### Metal 3, run 1

(6 px per um)
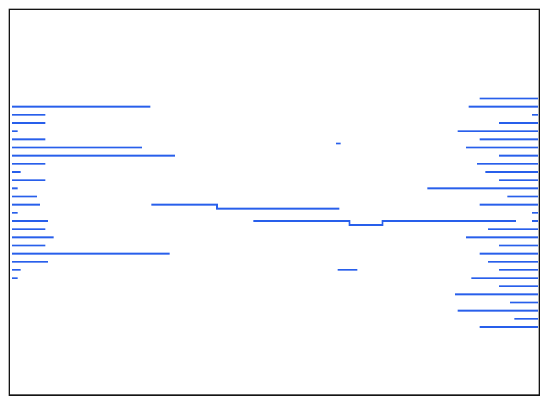
### Routing congestion map, run 1

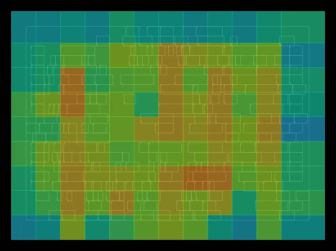
### Drive-strength map, run 1

(4 px per um)
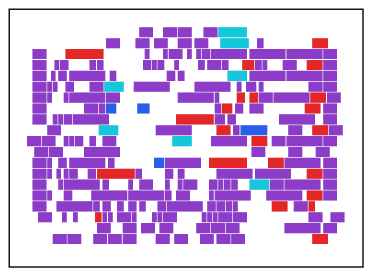
<file path="src/rtl/alu_arbiter.sv">
// Round-robin arbiter and sequencer for one shared combinational ALU: two requesters, one op in flight.
// Accept -> ALU inputs registered -> flags/result captured next edge; response held until consumed.
module alu_arbiter #(
  parameter int n = 8
) (
  input  logic         clk,
  input  logic         rst_n,
  input  logic [1:0]   req_valid_i,
  output logic [1:0]   req_ready_o,
  input  logic [2:0]   req_op0_i,
  input  logic [2:0]   req_op1_i,
  input  logic [n-1:0] req_a0_i,
  input  logic [n-1:0] req_a1_i,
  input  logic [n-1:0] req_b0_i,
  input  logic [n-1:0] req_b1_i,
  output logic [2:0]   alu_cntrl_o,
  output logic [n-1:0] alu_in1_o,
  output logic [n-1:0] alu_in2_o,
  input  logic [n-1:0] alu_out_i,
  input  logic         alu_V_i,
  input  logic         alu_Z_i,
  input  logic         alu_cout_i,
  output logic         rsp_valid_o,
  input  logic         rsp_ready_i,
  output logic         rsp_id_o,
  output logic [n-1:0] rsp_result_o,
  output logic         rsp_V_o,
  output logic         rsp_Z_o,
  output logic         rsp_cout_o
);

  typedef enum logic [1:0] {IDLE, EXEC, RESP} state_t;

  state_t         state_q;
  logic           last_grant_q;
  logic [2:0]     cntrl_q;
  logic [n-1:0]   in1_q, in2_q;
  logic           rsp_valid_q, rsp_id_q, rsp_V_q, rsp_Z_q, rsp_cout_q;
  logic [n-1:0]   rsp_result_q;
  logic [1:0]     grant;
  logic           grant_id;

  // On a tie the requester not served last wins; otherwise the sole valid one.
  always_comb begin
    grant = req_valid_i;
    if (req_valid_i == 2'b11) grant = last_grant_q ? 2'b01 : 2'b10;
  end

  assign grant_id    = grant[1];
  assign req_ready_o = (state_q == IDLE) ? grant : 2'b00;

  always_ff @(posedge clk or negedge rst_n) begin
    if (!rst_n) begin
      state_q      <= IDLE;
      last_grant_q <= 1'b1;
      cntrl_q      <= 3'b111;
      in1_q        <= '0;
      in2_q        <= '0;
      rsp_valid_q  <= 1'b0;
      rsp_id_q     <= 1'b0;
      rsp_result_q <= '0;
      rsp_V_q      <= 1'b0;
      rsp_Z_q      <= 1'b0;
      rsp_cout_q   <= 1'b0;
    end else begin
      case (state_q)
        IDLE: begin
          if (|grant) begin
            cntrl_q      <= grant_id ? req_op1_i : req_op0_i;
            in1_q        <= grant_id ? req_a1_i  : req_a0_i;
            in2_q        <= grant_id ? req_b1_i  : req_b0_i;
            rsp_id_q     <= grant_id;
            last_grant_q <= grant_id;
            state_q      <= EXEC;
          end
        end
        EXEC: begin
          rsp_result_q <= alu_out_i;
          rsp_V_q      <= alu_V_i;
          rsp_Z_q      <= alu_Z_i;
          rsp_cout_q   <= alu_cout_i;
          rsp_valid_q  <= 1'b1;
          state_q      <= RESP;
        end
        RESP: begin
          if (rsp_ready_i) begin
            rsp_valid_q <= 1'b0;
            state_q     <= IDLE;
          end
        end
        default: state_q <= IDLE;
      endcase
    end
  end

  assign alu_cntrl_o  = cntrl_q;
  assign alu_in1_o    = in1_q;
  assign alu_in2_o    = in2_q;
  assign rsp_valid_o  = rsp_valid_q;
  assign rsp_id_o     = rsp_id_q;
  assign rsp_result_o = rsp_result_q;
  assign rsp_V_o      = rsp_V_q;
  assign rsp_Z_o      = rsp_Z_q;
  assign rsp_cout_o   = rsp_cout_q;

endmodule

</file>
<file path="config.mk">
export PLATFORM = sky130hd
export DESIGN_NAME = alu_arbiter
export DESIGN_NICKNAME = d
export VERILOG_FILES = /design/src/rtl/alu_arbiter.sv
export SDC_FILE = /design/constraint.sdc
export NUM_CORES = 1
export LEC_CHECK = 0
export CORE_ASPECT_RATIO = 0.7
export CORE_MARGIN = 4
export CORE_UTILIZATION = 35
export CTS_CLUSTER_SIZE = 12
export DETAILED_ROUTE_END_ITERATION = 10
export MAX_ROUTING_LAYER = met4
export PLACE_DENSITY = 0.74
export SKIP_LAST_GASP = 1
export SLEW_MARGIN = 30
export SYNTH_ARGS = -nofsm -noshare
export SYNTH_HDL_FRONTEND = slang
export SYNTH_SLANG_ARGS = --single-unit
</file>
<file path="constraint.sdc">
create_clock -name clk -period 2.6 [get_ports clk]
set_input_delay 0.26 -clock clk [delete_from_list [all_inputs] [get_ports clk]]
set_output_delay 0.26 -clock clk [all_outputs]
set_load 0.05 [all_outputs]
</file>
==> results.py, run 1 <==
# Metrics from the implementation run
metrics = {
    "outcome": {
        "outcome": "finished, final reports clean",
    },
    "yosys": {
        "synthDominantCellAreaShare_pct": 49.4,
        "xor_area_share_pct": 0,
        "adder_share_pct": 0,
        "syn_avg_cell_area_sq_um": 10.4,
        "area_leaders": "dfrtp_1 49%, nand2_1 9.3%, a31oi_1 8.0%",
        "yosysCellCount": 151,
        "postSynthCellCount": 151,
        "top_area_cell": "dfrtp_1",
        "ff_type": "dfrtp_1",
    },
    "clock_network": {
        "post_cts_resized": 0,
        "worstSkewPairLatency_ns": 0.28,
        "cts_tree": "done",
        "hold_buffers": 0,
    },
    "floorplan": {
        "die_h_um": 64.1,
        "rows": 20,
        "initCoreUtil_pct": 36.3,
    },
    "setup_path": {
        "critPathBufInv": 2,
        "critPathTopFamily": "buffers and inverters",
        "crit_arrival_ns": 1.71,
        "slowest_stage": "clkdlybuf4s50_1",
        "crit_cells": 4,
        "cp-startpoint": "req_valid_i[1]",
        "critPathMaxFanout": 20,
    },
    "worst_hold_path": {
        "hold_path.class": "in2async",
    },
    "layout": {
        "area_delta_synth_final_pct": 61.5,
        "layout.nets": 290,
        "fin_area_sq_um": 2540,
    },
    "global_route": {
        "track_usage_pct": 15.1,
        "grt_pass1_vias": 1345,
    },
    "detailed_routing": {
        "drc": 0,
        "firstDrtPassIters": 4,
        "drt-initial-drc-count": 33,
    },
    "sta": {
        "tns_ns": 0,
        "clock.fmax_mhz": 508,
    },
    "power": {
        "power_mw": 3.61,
        "power_frac_comb_pct": 61.5,
    },
    "flow_run": {
        "drv_cap": 0,
    },
}
Back to the opening pictures, 'Metal 3':
longest straight run: 26.9 um
main direction: horizontal
nets with wire on the layer: 52
wire length on this layer: 483 um
routing usage on met3: 6.44%
vias: 1411
routed wire length: 4.08 mm

Back to the opening pictures, 'Routing congestion map':
M1 GR Usage: 18.1%
Final Core Density: 58.6%
GRT busiest layer: met2

Back to the opening pictures, 'Drive-strength map':
[_2 cells] red | cells: 22 | share: 9.3% | most used: mux2_2
[_0 and _1 cells] purple | cells: 204 | share: 86% | most used: clkdlybuf4s50_1
[_3 and _4 cells] blue | cells: 4 | share: 1.7%
[_6 and larger] cyan | cells: 7 | share: 3.0% | most used: clkbuf_8

run 1: layout by cell type, fill, tap and decap left out, types with 2 or more instances in the layout:
master / instances
clkdlybuf4s50_1: 84
nand2_1: 39
dfrtp_1: 31
a21oi_1: 23
a31oi_1: 20
mux2_2: 11
clkbuf_8: 5
dfstp_2: 4
buf_12: 2
run 1: metal layers:
layer	wire, um	part of all wire [%]	GRT usage (%)	vias up
li1	-	-	-	693
met1	1720	42	18.1	658
met2	1840	45	23.0	55
met3	482	12	6.44	5
met4	37	0.91	5.09	0
met5	0	0	-	-
run 1: cell type report:
cell class,count,area [sq um]
Inverter,1,3.75
Clock inverter,2,12.5
Tap cell,55,68.8
Clock buffer,6,72.6
Fill cell,379,1790
Multi-Input combinational cell,105,607
Sequential cell,35,881
Timing Repair Buffer,88,893
==> run 1 -> run 2 <==
Settings changed: CORE_UTILIZATION 35 to 34, PLACE_DENSITY 0.74 to 0.75.
Clock period 2.6 ns to 1.8 ns, I/O delays scaled along.
==> results.py, run 2 <==
# Metrics from the implementation run
metrics = {
    "detailed_routing": {
        "dr_wl_met2_mm": 2.01,
        "route.vias.total": 1477,
        "wirelength_mm": 4.39,
        "drt-initial-drc-count": 47,
        "drc": 0,
    },
    "global_route": {
        "track_usage_pct": 16.4,
        "busiest_layer": "met2",
        "grt_pass1_vias": 1537,
        "grt_use_met3_pct": 6.61,
    },
    "layout": {
        "buf_share_pct": 36.3,
        "clock_area_share_pct": 3.38,
        "layout_top_cell": "clkdlybuf4s50_1",
        "seq_area_sq_um": 881,
        "inverters": 1,
        "utilization_pct": 58.9,
        "logic_area_sq_um": 612,
        "ff_count": 35,
        "seq_area_share_pct": 34.0,
    },
    "flow_run": {
        "drv_cap": 0,
    },
    "yosys": {
        "top_area_cell": "dfrtp_1",
        "yosysCellCount": 151,
        "ff_type": "dfrtp_1",
    },
    "setup_path": {
        "crit_arrival_ns": 1.47,
        "crit_cells": 1,
        "cp-startpoint": "rsp_valid_o$_DFFE_PN0P_",
        "critPathTopFamily": "buffers and inverters",
        "slowest_stage": "clkdlybuf4s50_1",
        "critPathBufInv": 1,
    },
    "outcome": {
        "outcome": "finished, final reports clean",
    },
    "clock_network": {
        "hold_buffers": 1,
        "worstSkewPairLatency_ns": 0.28,
        "post_cts_resized": 0,
    },
    "floorplan": {
        "rows": 20,
        "initCoreUtil_pct": 35.7,
    },
    "power": {
        "power_frac_comb_pct": 61.5,
    },
    "sta": {
        "clock.fmax_mhz": 606,
    },
}
## run 2: metrics by stage
step | hold slack (ns) | total power, mW | area (sq um)
2_1_floorplan | -0.116 | 3.65 | 1580
3_3_place_gp | 0.290 | 4.74 | 2500
3_5_place_dp | 0.290 | 4.79 | 2500
4_1_cts | 0.417 | 5.36 | 2590
5_1_grt | 0.431 | 5.61 | 2590
6_report | 0.422 | 5.31 | 2590
## run 2: worst register-to-register path, cell delays in order, from the launching register on
cell and delay, ns:
dfrtp_1 0.46, nor2_2 0.29, and2_4 0.35, a31oi_1 0.13
## run 2: logic make-up (layout without fill, tap and decap cells)
family,Yosys count,after routing,share of synthesized area [%]
multiplexers,11,11,7.88
AND-OR/OR-AND,45,45,17.1
flip-flops,35,35,56.1
buffers and inverters,11,103,5.33
AND/OR/NAND/NOR,49,49,13.6
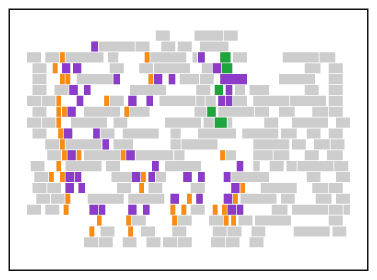
*Gate-type map, run 2*
(4 px per um)
[NAND gates] orange | cells: 39
[AND and OR gates] green | cells: 5
[inverting AOI/OAI gates] purple | cells: 44
Non-Filler Instances: 298
logic share of the area: 23.6%

Power and IR drop assume default switching activity.
